[config.mk]
export PLATFORM = sky130hd
export DESIGN_NAME = clb_cluster
export DESIGN_NICKNAME = d
export VERILOG_FILES = /design/src/rtl/clb_pkg.sv /design/src/rtl/clb_ble.sv /design/src/rtl/clb_cluster.sv
export SDC_FILE = /design/constraint.sdc
export NUM_CORES = 1
export LEC_CHECK = 0
export CORE_ASPECT_RATIO = 2
export CORE_MARGIN = 4
export CORE_UTILIZATION = 65
export CTS_BUF_LIST = sky130_fd_sc_hd__clkbuf_8
export DETAILED_ROUTE_END_ITERATION = 6
export PLACE_DENSITY = 0.95
export SYNTH_ARGS = -nofsm -noshare
export SYNTH_HDL_FRONTEND = slang
export SYNTH_HIERARCHICAL = 1
export SYNTH_SLANG_ARGS = --single-unit
[constraint.sdc]
create_clock -name clb_clk -period 4.89 [get_ports clb_clk]
set_input_delay 0.978 -clock clb_clk [delete_from_list [all_inputs] [get_ports clb_clk]]
set_output_delay 0.978 -clock clb_clk [all_outputs]
set_load 0.1 [all_outputs]
[src/rtl/clb_pkg.sv]
// clb_pkg: FSM state type and per-BLE configuration field layout for the logic cluster
package clb_pkg;

    typedef enum logic {CFG_IDLE, CFG_LOAD} cfg_state_t;

    function automatic int ble_cfg_w(input int k);
        return (1 << k) + 2;
    endfunction

    function automatic int out_sel_bit(input int k);
        return 1 << k;
    endfunction

    function automatic int ff_init_bit(input int k);
        return (1 << k) + 1;
    endfunction

endpackage

[src/rtl/clb_ble.sv]
// clb_ble: K-input LUT with optional registered output and load-time FF initialisation
module clb_ble
    import clb_pkg::*;
#(
    parameter int K = 4
) (
    input  logic                  clk,
    input  logic                  rst_n,
    input  logic                  ce,
    input  logic [K-1:0]          ble_in,
    input  logic [out_sel_bit(K):0] cfg,
    input  logic                  init,
    input  logic                  load_init,
    output logic                  ble_out
);

    localparam int LUT_W = 2**K;

    logic [LUT_W-1:0] tt;
    logic             lut;
    logic             ff;

    assign tt      = cfg[LUT_W-1:0];
    assign lut     = tt[ble_in];
    assign ble_out = cfg[out_sel_bit(K)] ? ff : lut;

    // a commit reloads the init value even when ce is high
    always_ff @(posedge clk or negedge rst_n) begin
        if (!rst_n) ff <= 1'b0;
        else if (load_init) ff <= init;
        else if (ce) ff <= lut;
    end

endmodule

[src/rtl/clb_cluster.sv]
// clb_cluster: N-BLE logic tile with a double-buffered serial configuration chain
module clb_cluster
    import clb_pkg::*;
#(
    parameter int K = 4,
    parameter int N = 4
) (
    input  logic           clb_clk,
    input  logic           clb_rst_n,
    input  logic [N*K-1:0] clb_input,
    input  logic           clb_ce,
    output logic [N-1:0]   clb_output,
    input  logic           cfg_start,
    input  logic           cfg_valid,
    input  logic           cfg_in,
    output logic           cfg_out,
    output logic           cfg_busy,
    output logic           cfg_done,
    output logic           cfg_ok
);

    localparam int LUT_W     = 2**K;
    localparam int BLE_CFG_W = ble_cfg_w(K);
    localparam int CFG_W     = N * BLE_CFG_W;
    localparam int CNT_W     = $clog2(CFG_W + 1);

    cfg_state_t             state;
    logic [CFG_W-1:0]       shadow;
    logic [CFG_W-1:0]       shift_nx;
    logic [N-1:0][LUT_W:0]  active;
    logic [CNT_W-1:0]       cnt;
    logic                   commit;
    logic [N-1:0]           ble_out;

    assign shift_nx   = {shadow[CFG_W-2:0], cfg_in};
    assign commit     = state == CFG_LOAD && cfg_valid && !cfg_start && cnt == CNT_W'(CFG_W - 1);
    assign cfg_busy   = state == CFG_LOAD;
    assign cfg_out    = shadow[CFG_W-1];
    assign clb_output = cfg_ok ? ble_out : '0;

    // ff_init is consumed at the commit edge only, so the active copy keeps table and out_sel
    always_ff @(posedge clb_clk or negedge clb_rst_n) begin
        if (!clb_rst_n) begin
            state    <= CFG_IDLE;
            shadow   <= '0;
            active   <= '0;
            cnt      <= '0;
            cfg_ok   <= 1'b0;
            cfg_done <= 1'b0;
        end else begin
            cfg_done <= commit;
            if (commit) begin
                for (int i = 0; i < N; i++) active[i] <= shift_nx[i*BLE_CFG_W +: LUT_W+1];
                shadow <= shift_nx;
                cfg_ok <= 1'b1;
                cnt    <= '0;
                state  <= CFG_IDLE;
            end else if (cfg_start) begin
                cnt   <= '0;
                state <= CFG_LOAD;
            end else if (state == CFG_LOAD && cfg_valid) begin
                shadow <= shift_nx;
                cnt    <= cnt + CNT_W'(1);
            end
        end
    end

    for (genvar i = 0; i < N; i++) begin : g_ble
        clb_ble #(.K(K)) u_ble (
            .clk       (clb_clk),
            .rst_n     (clb_rst_n),
            .ce        (clb_ce),
            .ble_in    (clb_input[i*K +: K]),
            .cfg       (active[i]),
            .init      (shift_nx[i*BLE_CFG_W + ff_init_bit(K)]),
            .load_init (commit),
            .ble_out   (ble_out[i])
        );
    end

endmodule
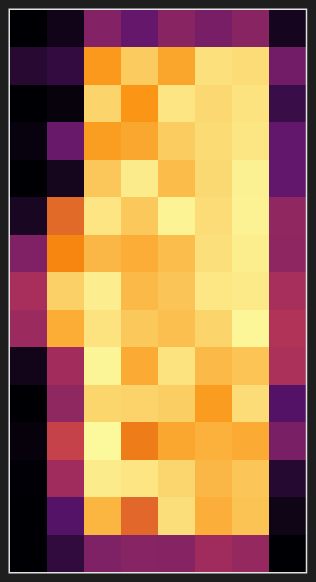
run_1/util_map.png
The die is cut into 8 by 15 equal tiles; black is low, pale yellow is high, 0 to 100% covered.
7.5% of the tiles are nearly empty. The mean over all tiles is 60%. The densest ninth of the die: middle. The fullest tile reaches 99%.

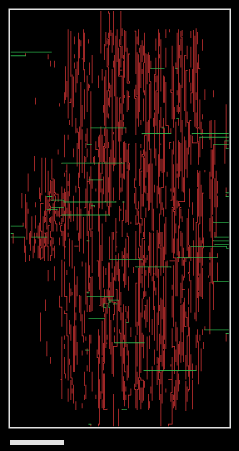
run_1/layers.png
The bar under the picture is 20 um long. Only two layers are drawn.
Key: M3 = green [wire length 331 um]; M2 = red [wire length 6,680 um]
wire length after detailed routing: 12.0 mm
wire per inst: 20.3 um
routed via count: 3,507

==> impl_metrics.tcl, run 1 <==
# yosys + openroad results
set metrics [dict create \
    synth.top_cells.by_count "154 x dfrtp_1, 72 x mux2_2, 72 x mux2_4, 16 x mux4_1" \
    hold_path.class "reg2reg" \
    count_of_flip_flops_with_a_built_in_enable_after_synthesis 0 \
    vdd_drop_max_mv 0.219 \
    clockRootBuffer "clkbuf_8" \
    final_antenna_net_count 0 \
    crit_path_start "clb_input[4]" \
    antenna_found_initial 0 \
    grt_first_pass_wirelength_mm 20.1 \
    post-route-worst-setup-slack_ns 0.897 \
    final.fill_count 574 \
    placementRows 52 \
    tightest_slew_ns 0.970 \
    top_cell "dfrtp_1" \
    run_status "finished clean" \
    tritoncts "yes" \
    core_region_area_um2 10200 \
    crit_path_end_kind "primary output" \
    cts_hold_buf 0 \
    ff2ff_path_depth 5 \
]
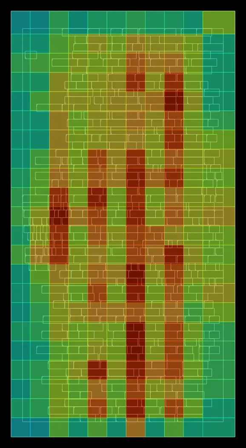
run_1/congestion_map.png
Util after Layout: 74.5%
GR Util met2: 37.2%
met1 GRT Util: 25.8%
overall track demand over capacity in global routing: 21.6%
met3 global-route usage: 4.65%

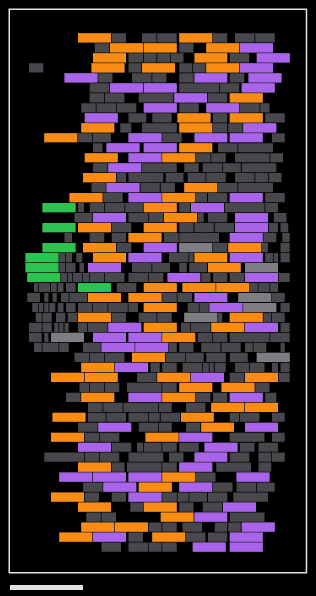
run_1/ff_map.png
The bar under the picture is 20 um long. Other sequential cells in the stronger grey, the rest of the logic in the fainter grey.
Key: cnt = green [flops 7, where left middle]; shadow = orange [flops 72]; active = purple [flops 68]
Another 7 sequential cells are not coloured.
FF/Latch Area: 3850 um^2
sequential group power: 1.38 mW
flop share of the area: 50.6%

[run 1: registers in the layout, indices dropped and copies added, names as in the netlist]
register,cells
g_ble.u_ble/ff,4
active,68
cfg_busy,1
cnt,7
cfg_ok,1
shadow,72
cfg_done,1
[run 1: where the power goes]
group	switching (mW)	leakage (nW)	total [mW]	internal (mW)
combinational	0.0700	1.62	0.149	0.0790
sequential	0.0537	2.12	1.38	1.33
clock	0.473	0.214	1.08	0.608
[run 1: layer usage]
metal	routed length [um]	part of all wire (%)	track usage, %
met3	330	2.8	4.65
met5	0	0	0
met4	264	2.2	8.86
met1	4710	39	25.8
met2	6680	56	37.2
run_1/class_map.png
The bar under the picture is 20 um long. Fill, decap, tap and diode cells in grey.
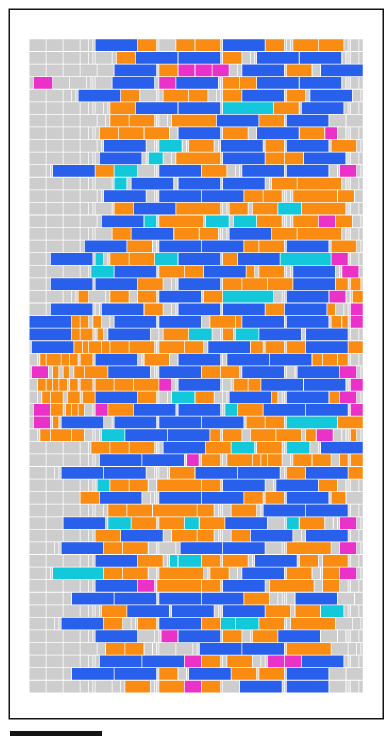

==> run 2, diff against run 1 <==
CORE_UTILIZATION = 57   (was 65)
PLACE_DENSITY = 0.91   (was 0.95)
clock period = 3.3 ns   (was 4.89 ns; I/O delays follow)
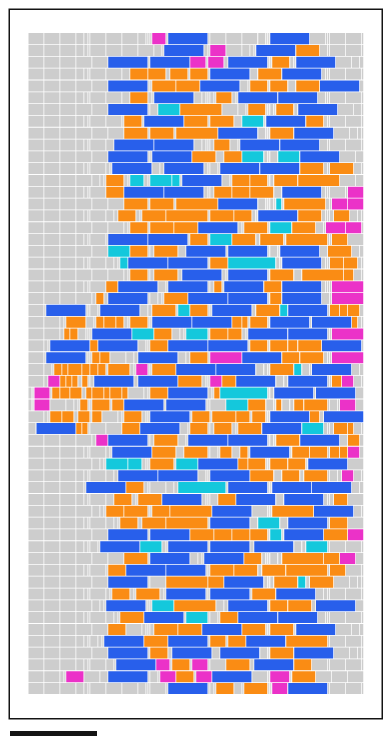
run_2/class_map.png
The bar under the picture is 20 um long. Fill, decap, tap and diode cells in grey.
Key: remaining buffers and delay cells = magenta [cells 33]; remaining logic cells = orange [cells 237]; sequential cells = blue [cells 154]; clock drivers and dummy loads = cyan [cells 32]
flop share of the area: 50.5%
number of placement rows: 56

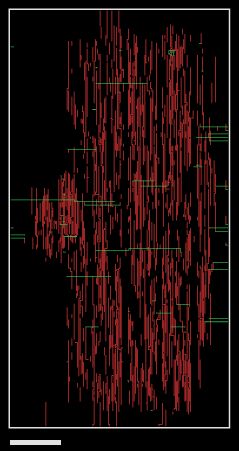
run_2/layers.png
The bar under the picture is 20 um long. Only two layers are drawn.
Key: M2 = red [wire length 6,600 um]; M3 = green [wire length 303 um]

==> impl_metrics.tcl, run 2 <==
# yosys + openroad results
set metrics [dict create \
    p_clk_mw 1.45 \
    met3_wirelength_um 302 \
    final_antenna_net_count 0 \
    clock_power_share_pct 39.0 \
    detail_route.wl_per_cell_um 19.4 \
    tritoncts "yes" \
    seq_area_um2 3850 \
    core_region_area_um2 11800 \
    sequentialPower_mw 2.04 \
    power.group.top "sequential cells" \
    tightest_slew_ns 0.925 \
    route.vias.total 3495 \
    p_comb_mw 0.216 \
    use_met3_pct 3.59 \
    cts_hold_buf 0 \
    power.sequential.fraction_pct 55.1 \
    combPwrFrac_pct 5.8 \
    fin_util_pct 64.9 \
    global_route.usage.met2_pct 32.9 \
    largest-register "shadow" \
    run_status "finished clean" \
    globalRouteTotalUtil_pct 18.4 \
    power_switching_share_pct 22.6 \
    top_registers "shadow: 72 flops, active: 68 flops, cnt: 7 flops" \
    power.net_switching_mw 0.839 \
]
==> run 2: cell types whose count changed in the layout (fill, tap and decap cells not counted), sizes merged, moves of 3 or more <==
cell and delta:
clkinv +3, buf +4, clkinvlp -3, clkdlybuf4s50 -8
==> run 2: through the flow <==
stage,instances,power [mW],worst slack (ns)
final,601,3.71,0.246
after global routing,601,3.85,0.193
after CTS,601,3.74,0.0201
after detailed placement,569,2.30,-0.0409
after global placement,569,2.27,0.0482
after floorplan,407,2.18,0.486
==> run 2: final cells by class <==
| type | count | area share, % |
|---|---|---|
| Sequential cell | 154 | 50.5 |
| Multi-Input combinational cell | 233 | 36.8 |
| Timing Repair Buffer | 33 | 4.80 |
| Clock buffer | 19 | 3.42 |
| Tap cell | 145 | 2.38 |
| Clock inverter | 13 | 1.98 |
| Inverter | 4 | 0.197 |
run_2/util_map.png
The die is cut into 9 by 16 equal tiles; black is low, pale yellow is high, 0 to 100% covered.
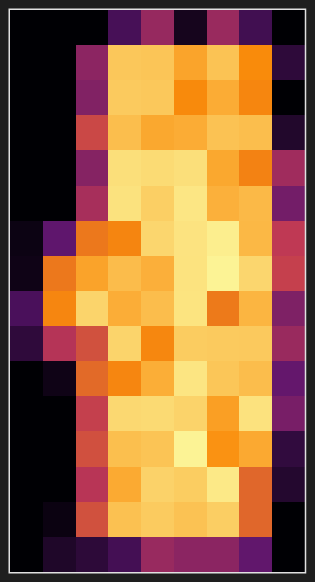

==> run 3, diff against run 2 <==
==> constraint.sdc (replaced) <==
create_clock -name clb_clk -period 3.3 [get_ports clb_clk]
set_input_delay 0.66 -clock clb_clk [delete_from_list [all_inputs] [get_ports clb_clk]]
set_output_delay 0.66 -clock clb_clk [all_outputs]
set_load 0.05 [all_outputs]
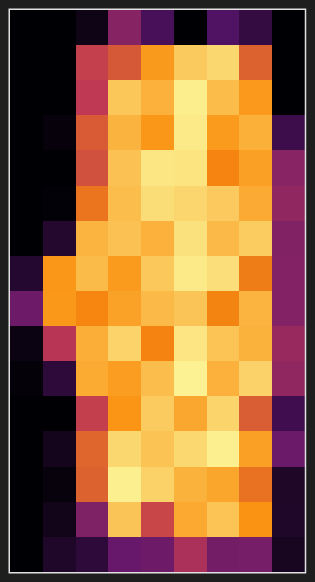
run_3/util_map.png
The die is cut into 9 by 16 equal tiles; black is low, pale yellow is high, 0 to 100% covered.
17% of the tiles are nearly empty. The mean over all tiles is 54%. The fullest tile reaches 97%. 47% of the tiles are over 75% full. The emptiest ninth of the die: top left.
Core Area: 11,800 um^2
Util after Layout: 64.9%

==> impl_metrics.tcl, run 3 <==
# yosys + openroad results
set metrics [dict create \
    route.vias.total 3476 \
    synth.top_cells.by_count "154 x dfrtp_1, 72 x mux2_2, 72 x mux2_4, 16 x mux4_1" \
    p_clk_mw 1.53 \
    cts_hold_buf 0 \
    run_status "finished clean" \
    tightest_slew_ns 0.922 \
    seq_area_um2 3850 \
    pnr_total_power_mw 3.78 \
    globalRouteTotalUtil_pct 18.5 \
    placementRows 56 \
    count_of_flip_flops_with_a_built_in_enable_after_synthesis 0 \
    crit_path_end_kind "primary output" \
    power_switching_share_pct 22.1 \
    top_registers "shadow: 72 flops, active: 68 flops, cnt: 7 flops" \
    clock_power_share_pct 40.3 \
    power.sequential.fraction_pct 53.9 \
    placed_instances 569 \
    grt_first_pass_wirelength_mm 19.8 \
    power.net_switching_mw 0.837 \
    post-route-worst-setup-slack_ns 0.0760 \
    largest_reg_flops 72 \
    final.fill_count 781 \
    antenna_found_initial 0 \
    tritoncts "yes" \
    clockRootBuffer "clkbuf_8" \
    routed_wl_mm 11.6 \
    largest-register "shadow" \
    internal_power_mw 2.95 \
    p_comb_mw 0.217 \
]
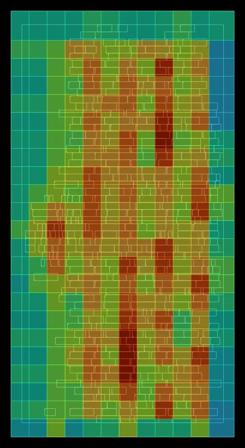
run_3/congestion_map.png
wire per inst: 19.3 um
GR Util met2: 33.4%
met1 GRT Util: 20.7%
global route hottest layer: met2
met3 global-route usage: 4.51%

==> run 3: cell counts after synthesis <==
Identical to the previous run, type by type.
==> run 3: layer usage <==
metal	share of wire (%)	global-route usage, %
met2	57	33.4
met4	2.1	6.99
met5	0	0
met1	37	20.7
met3	2.9	4.51
==> run 3: what timing repair did <==
item | CTS | global route
hold endpoints to repair | 0 | 0
gates resized | 1 | 2
endpoints found under the setup margin | 1 | 2
==> run 3: cell type report <==
type	count	area share [%]
clock buffer	19	3.43
clock inverter	13	2.31
inverter	4	0.197
multi-input combinational	233	36.8
sequential	154	50.5
tap	145	2.38
timing repair buffer	33	4.46
==> run 3: worst max-delay path: cells and delay by family <==
kind | cells | cell delay (ns)
muxes | 3 | 0.94
buffers and inverters | 2 | 0.76
and+or+nand+nor | 1 | 0.15
AOI/OAI and AO/OA | 1 | 0.05
Power is estimated from default activity; no workload was simulated.
